==> src/rtl/fpu_divider_if.sv <==
// -----------------------------------------------------------------------------
// fpu_divider_if
//   Request/response bundle for the sequential mantissa divider.
//
//   Handshake: the requester drives divIn1/divIn2 and pulses start for one
//   cycle. The divider accepts start only when it is not busy (idle or
//   holding a result). The operands are captured on the accepting edge. busy
//   is high while iterating. done is high while the result is held. The
//   result fields are meaningful only while done is high.
//
//   Signals:
//     divIn1   requester -> divider  dividend mantissa A (hidden bit included)
//     divIn2   requester -> divider  divisor mantissa B (hidden bit included)
//     start    requester -> divider  one-cycle request pulse
//     quotient divider -> requester  floor(A * 2^(FRAC_WIDTH+2) / B)
//     sticky   divider -> requester  final remainder non-zero
//     divZero  divider -> requester  B was zero at start
//     busy     divider -> requester  iterating
//     done     divider -> requester  result valid and held
// -----------------------------------------------------------------------------
`ifndef FP16_FRACW
`define FP16_FRACW 10
`endif

interface fpu_divider_if #(
    parameter int FRAC_WIDTH = `FP16_FRACW
);
    logic [FRAC_WIDTH:0]   divIn1;
    logic [FRAC_WIDTH:0]   divIn2;
    logic                  start;
    logic [FRAC_WIDTH+2:0] quotient;
    logic                  sticky;
    logic                  divZero;
    logic                  busy;
    logic                  done;

    modport master (
        output divIn1, divIn2, start,
        input  quotient, sticky, divZero, busy, done
    );

    modport slave (
        input  divIn1, divIn2, start,
        output quotient, sticky, divZero, busy, done
    );
endinterface

==> src/rtl/fpu_divider.sv <==
// -----------------------------------------------------------------------------
// fpu_divider
//   Unsigned restoring divider for floating-point mantissas. It produces one
//   quotient bit per clock, for N = FRAC_WIDTH+3 bits in total: the MSB is the
//   integer bit and the LSB is the guard bit. It also reports a sticky flag
//   for the rounding stage. The divider can be restarted straight from the
//   result-holding state.
//
//   Ports:
//     clock        rising-edge clock
//     reset_n      asynchronous active-low reset
//     bus          fpu_divider_if slave (operands, start, results, busy/done)
//     o_dbg_state  current FSM state (0 = WAIT, 1 = COMP, 2 = DONE)
// -----------------------------------------------------------------------------
`ifndef FP16_FRACW
`define FP16_FRACW 10
`endif

module fpu_divider #(
    parameter int FRAC_WIDTH = `FP16_FRACW
) (
    input  logic               clock,
    input  logic               reset_n,
    fpu_divider_if.slave       bus,
    output logic [1:0]         o_dbg_state
);

    localparam int N  = FRAC_WIDTH + 3;
    localparam int CW = $clog2(N);
    localparam logic [CW-1:0] LAST_ITER = CW'(N - 1);

    typedef enum logic [1:0] {
        DIV_WAIT = 2'd0,
        DIV_COMP = 2'd1,
        DIV_DONE = 2'd2
    } div_state_t;

    div_state_t              r_state;
    div_state_t              w_next_state;

    logic [FRAC_WIDTH:0]     r_b;
    logic [FRAC_WIDTH+1:0]   r_rem;
    logic [N-1:0]            r_quot;
    logic [CW-1:0]           r_cnt;
    logic                    r_sticky;
    logic                    r_divzero;

    logic                    w_accept;
    logic                    w_b_zero;
    logic                    w_ge;
    logic [FRAC_WIDTH+1:0]   w_diff;
    logic [FRAC_WIDTH+1:0]   w_rem_sub;
    logic                    w_last;

    // start is honoured everywhere except mid-iteration.
    assign w_accept  = bus.start && (r_state != DIV_COMP);
    assign w_b_zero  = (bus.divIn2 == '0);

    // One restoring step: subtract when it does not go negative.
    assign w_ge      = (r_rem >= {1'b0, r_b});
    assign w_diff    = r_rem - {1'b0, r_b};
    assign w_rem_sub = w_ge ? w_diff : r_rem;
    assign w_last    = (r_cnt == LAST_ITER);

    // State register.
    always_ff @(posedge clock or negedge reset_n) begin
        if (!reset_n) begin
            r_state <= DIV_WAIT;
        end else begin
            r_state <= w_next_state;
        end
    end

    // Next-state logic.
    always_comb begin
        w_next_state = r_state;
        case (r_state)
            DIV_WAIT: begin
                if (bus.start) begin
                    w_next_state = w_b_zero ? DIV_DONE : DIV_COMP;
                end
            end
            DIV_COMP: begin
                if (w_last) begin
                    w_next_state = DIV_DONE;
                end
            end
            DIV_DONE: begin
                if (bus.start) begin
                    w_next_state = w_b_zero ? DIV_DONE : DIV_COMP;
                end
            end
            default: w_next_state = DIV_WAIT;
        endcase
    end

    // Datapath.
    always_ff @(posedge clock or negedge reset_n) begin
        if (!reset_n) begin
            r_b       <= '0;
            r_rem     <= '0;
            r_quot    <= '0;
            r_cnt     <= '0;
            r_sticky  <= 1'b0;
            r_divzero <= 1'b0;
        end else if (w_accept) begin
            r_b       <= bus.divIn2;
            r_rem     <= {1'b0, bus.divIn1};
            r_cnt     <= '0;
            r_sticky  <= 1'b0;
            r_divzero <= w_b_zero;
            // A zero divisor saturates the quotient immediately; no iterations run.
            r_quot    <= w_b_zero ? '1 : '0;
        end else if (r_state == DIV_COMP) begin
            r_quot <= {r_quot[N-2:0], w_ge};
            // With A < 2B the post-subtract remainder is below B, so its MSB
            // is zero and dropping it in the shift loses nothing.
            r_rem  <= {w_rem_sub[FRAC_WIDTH:0], 1'b0};
            r_cnt  <= r_cnt + CW'(1);
            if (w_last) begin
                r_sticky <= |w_rem_sub;
            end
        end
    end

    assign bus.quotient = r_quot;
    assign bus.sticky   = r_sticky;
    assign bus.divZero  = r_divzero;
    assign bus.busy     = (r_state == DIV_COMP);
    assign bus.done     = (r_state == DIV_DONE);
    assign o_dbg_state  = r_state;

endmodule
==> src/flat_wrapper.sv <==
// flat-port wrapper written by rule: the top's interface ports become plain ports
module fpu_divider_flat 
#(
    parameter int FRAC_WIDTH = `FP16_FRACW
)
  (clock, reset_n, o_dbg_state, bus_divIn1, bus_divIn2, bus_start, bus_quotient, bus_sticky, bus_divZero, bus_busy, bus_done);
  fpu_divider_if #(.FRAC_WIDTH(FRAC_WIDTH)) bus_i ();
  input  logic clock;
  input  logic reset_n;
  output logic [1:0] o_dbg_state;
  input wire logic [$bits(bus_i.divIn1)-1:0] bus_divIn1;
  input wire logic [$bits(bus_i.divIn2)-1:0] bus_divIn2;
  input wire logic [$bits(bus_i.start)-1:0] bus_start;
  output wire logic [$bits(bus_i.quotient)-1:0] bus_quotient;
  output wire logic [$bits(bus_i.sticky)-1:0] bus_sticky;
  output wire logic [$bits(bus_i.divZero)-1:0] bus_divZero;
  output wire logic [$bits(bus_i.busy)-1:0] bus_busy;
  output wire logic [$bits(bus_i.done)-1:0] bus_done;
  assign bus_i.divIn1 = bus_divIn1;
  assign bus_i.divIn2 = bus_divIn2;
  assign bus_i.start = bus_start;
  assign bus_quotient = bus_i.quotient;
  assign bus_sticky = bus_i.sticky;
  assign bus_divZero = bus_i.divZero;
  assign bus_busy = bus_i.busy;
  assign bus_done = bus_i.done;
  fpu_divider #(.FRAC_WIDTH(FRAC_WIDTH)) u_core (.clock(clock), .reset_n(reset_n), .bus(bus_i), .o_dbg_state(o_dbg_state));
endmodule
==> config.mk <==
export PLATFORM = sky130hd
export DESIGN_NAME = fpu_divider_flat
export DESIGN_NICKNAME = d
export VERILOG_FILES = /design/src/rtl/fpu_divider_if.sv /design/src/rtl/fpu_divider.sv /design/src/flat_wrapper.sv
export SDC_FILE = /design/constraint.sdc
export NUM_CORES = 1
export LEC_CHECK = 0
export CAP_MARGIN = 20
export CORE_MARGIN = 2
export CORE_UTILIZATION = 45
export CTS_CLUSTER_DIAMETER = 80
export CTS_CLUSTER_SIZE = 28
export DETAILED_ROUTE_END_ITERATION = 8
export PLACE_DENSITY = 0.69
export SETUP_SLACK_MARGIN = 0.15
export SLEW_MARGIN = 0
export SYNTH_ARGS = -nofsm -noshare
export SYNTH_HDL_FRONTEND = slang
export SYNTH_SLANG_ARGS = --single-unit
==> constraint.sdc <==
create_clock -name clock -period 3.2 [get_ports clock]
set_input_delay 0.8 -clock clock [delete_from_list [all_inputs] [get_ports clock]]
set_output_delay 0.8 -clock clock [all_outputs]
set_load 0.005 [all_outputs]
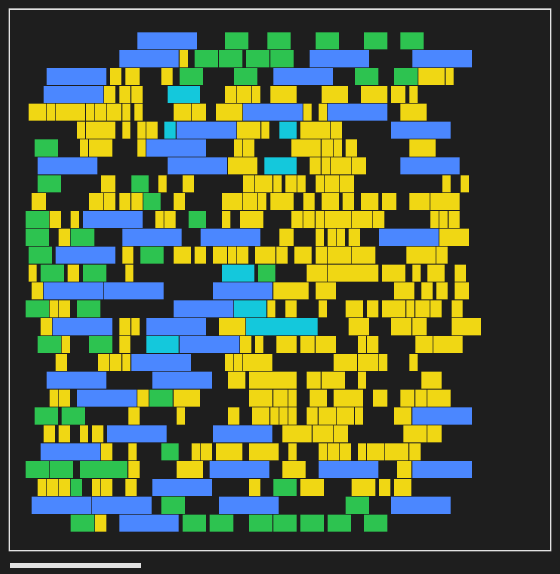
(images/cell_classes.png)
Bar = 20 µm.
color	class	cells	share of their area
blue	flip-flops	44	33%
yellow	all other logic	249	49%
green	other buffers and delay cells	49	15%
cyan	clock drivers and dummy loads	8	3.4%
final core utilization: 0.573
summed area of non-filler cells in the final layout: 0.00339 mm²
sequential share of cell area: 0.325

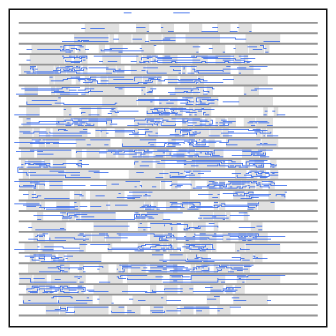
(images/met1.png)
Supply wires on this layer in gray. Cells faint in the background.
share of all routed wire	46%
main direction	horizontal
wire length on this layer	3020 µm

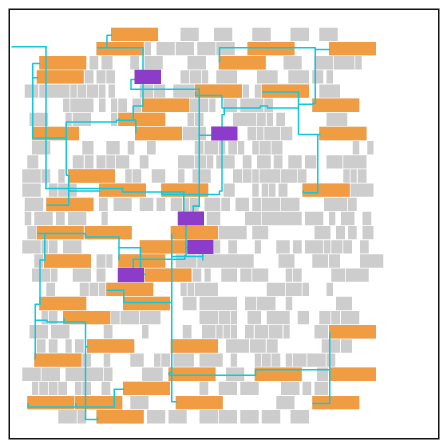
(images/clock_map.png)
[cyan] clock wires | length: 581 µm
[purple] cells driving clock nets | count: 5
[orange] flip-flops | count: 44
routed clock nets	6

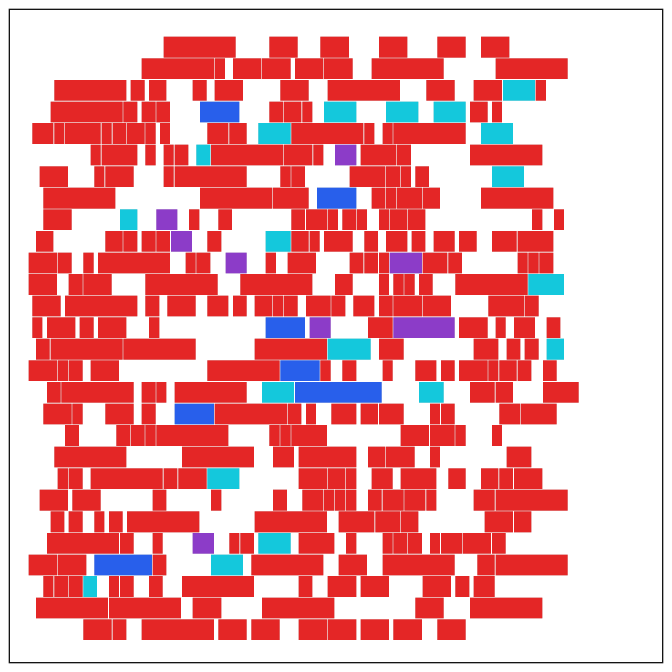
(images/drive_strength.png)
color	size	cells
red	drive 1 or less	316
purple	drive 3 to 4	8
blue	drive 6 and up	7
cyan	drive 2	19

==> qor.log <==
qor: status.outcome finished, final reports clean
qor: setup_path.cp.arrival 2.92 ns
qor: power_and_ir_drop.report.power.total 4.12 mW
qor: final_timing.whs 0.372 ns
qor: yosys.syn_nets 344
qor: finish.clockNetworkAreaShare 0.0328
qor: flow_run.timing.max_cap.violations 0
qor: clock_network.post-cts-setup-buffer-count 0
qor: worst_hold_path.hold_class in -> async
qor: power_and_ir_drop.sw_frac 0.456
qor: power_and_ir_drop.cellInternalPower 2.24 mW
qor: setup_path.critical_path.startpoint_type flop
qor: finish.num_antenna_cells 0
qor: power_and_ir_drop.power.switching 1.88 mW
qor: setup_path.ff2ff_setup_slack 0.46 ns
qor: yosys.synth.mux.area_fraction 0.0923
qor: finish.post_route_cells_drive_above_1_share 0.0971
qor: finish.count_of_inverters_other_than_clock_inverters_in_the_layout 28
qor: yosys.synth-cells-yosys 305
qor: place.post_dp_cell_area 0.00326 mm²
qor: floorplan.row_cnt 28
qor: detailed_routing.avgViaCountPerCell 5.70
qor: yosys.cell_types_with_the_highest_counts_after_synthesis 44 x dfrtp_1, 32 x o21ai_0, 29 x a21oi_1
qor: power_and_ir_drop.clock_power_share 0.104
qor: grt.top_usage_layer met2
qor: yosys.synth_top_cell_by_count dfrtp_1
qor: place.detail_placement_hpwl 4840 µm
qor: setup_path.worst_path_dominant_cell_family AND-OR/OR-AND gates
qor: place.place.port_buffers 43
qor: floorplan.floorplan.initialDensity 0.465
qor: detailed_routing.antenna_left 0
qor: clock_network.ctsHoldBuffers 0
qor: floorplan.vertical_extent_of_the_die 82.2 µm
qor: yosys.ys_top_cells_by_area dfrtp_1 40%, ha_1 5.9%, o21ai_0 5.8%
qor: yosys.flop_cell dfrtp_1
qor: final_timing.worst_slew_pin_slew 0.581 ns
qor: setup_path.worst_path_most_repeated_cell a21oi_2
qor: grt.globalRoute.totalOverflow 0
Power is estimated from default activity; no workload was simulated.
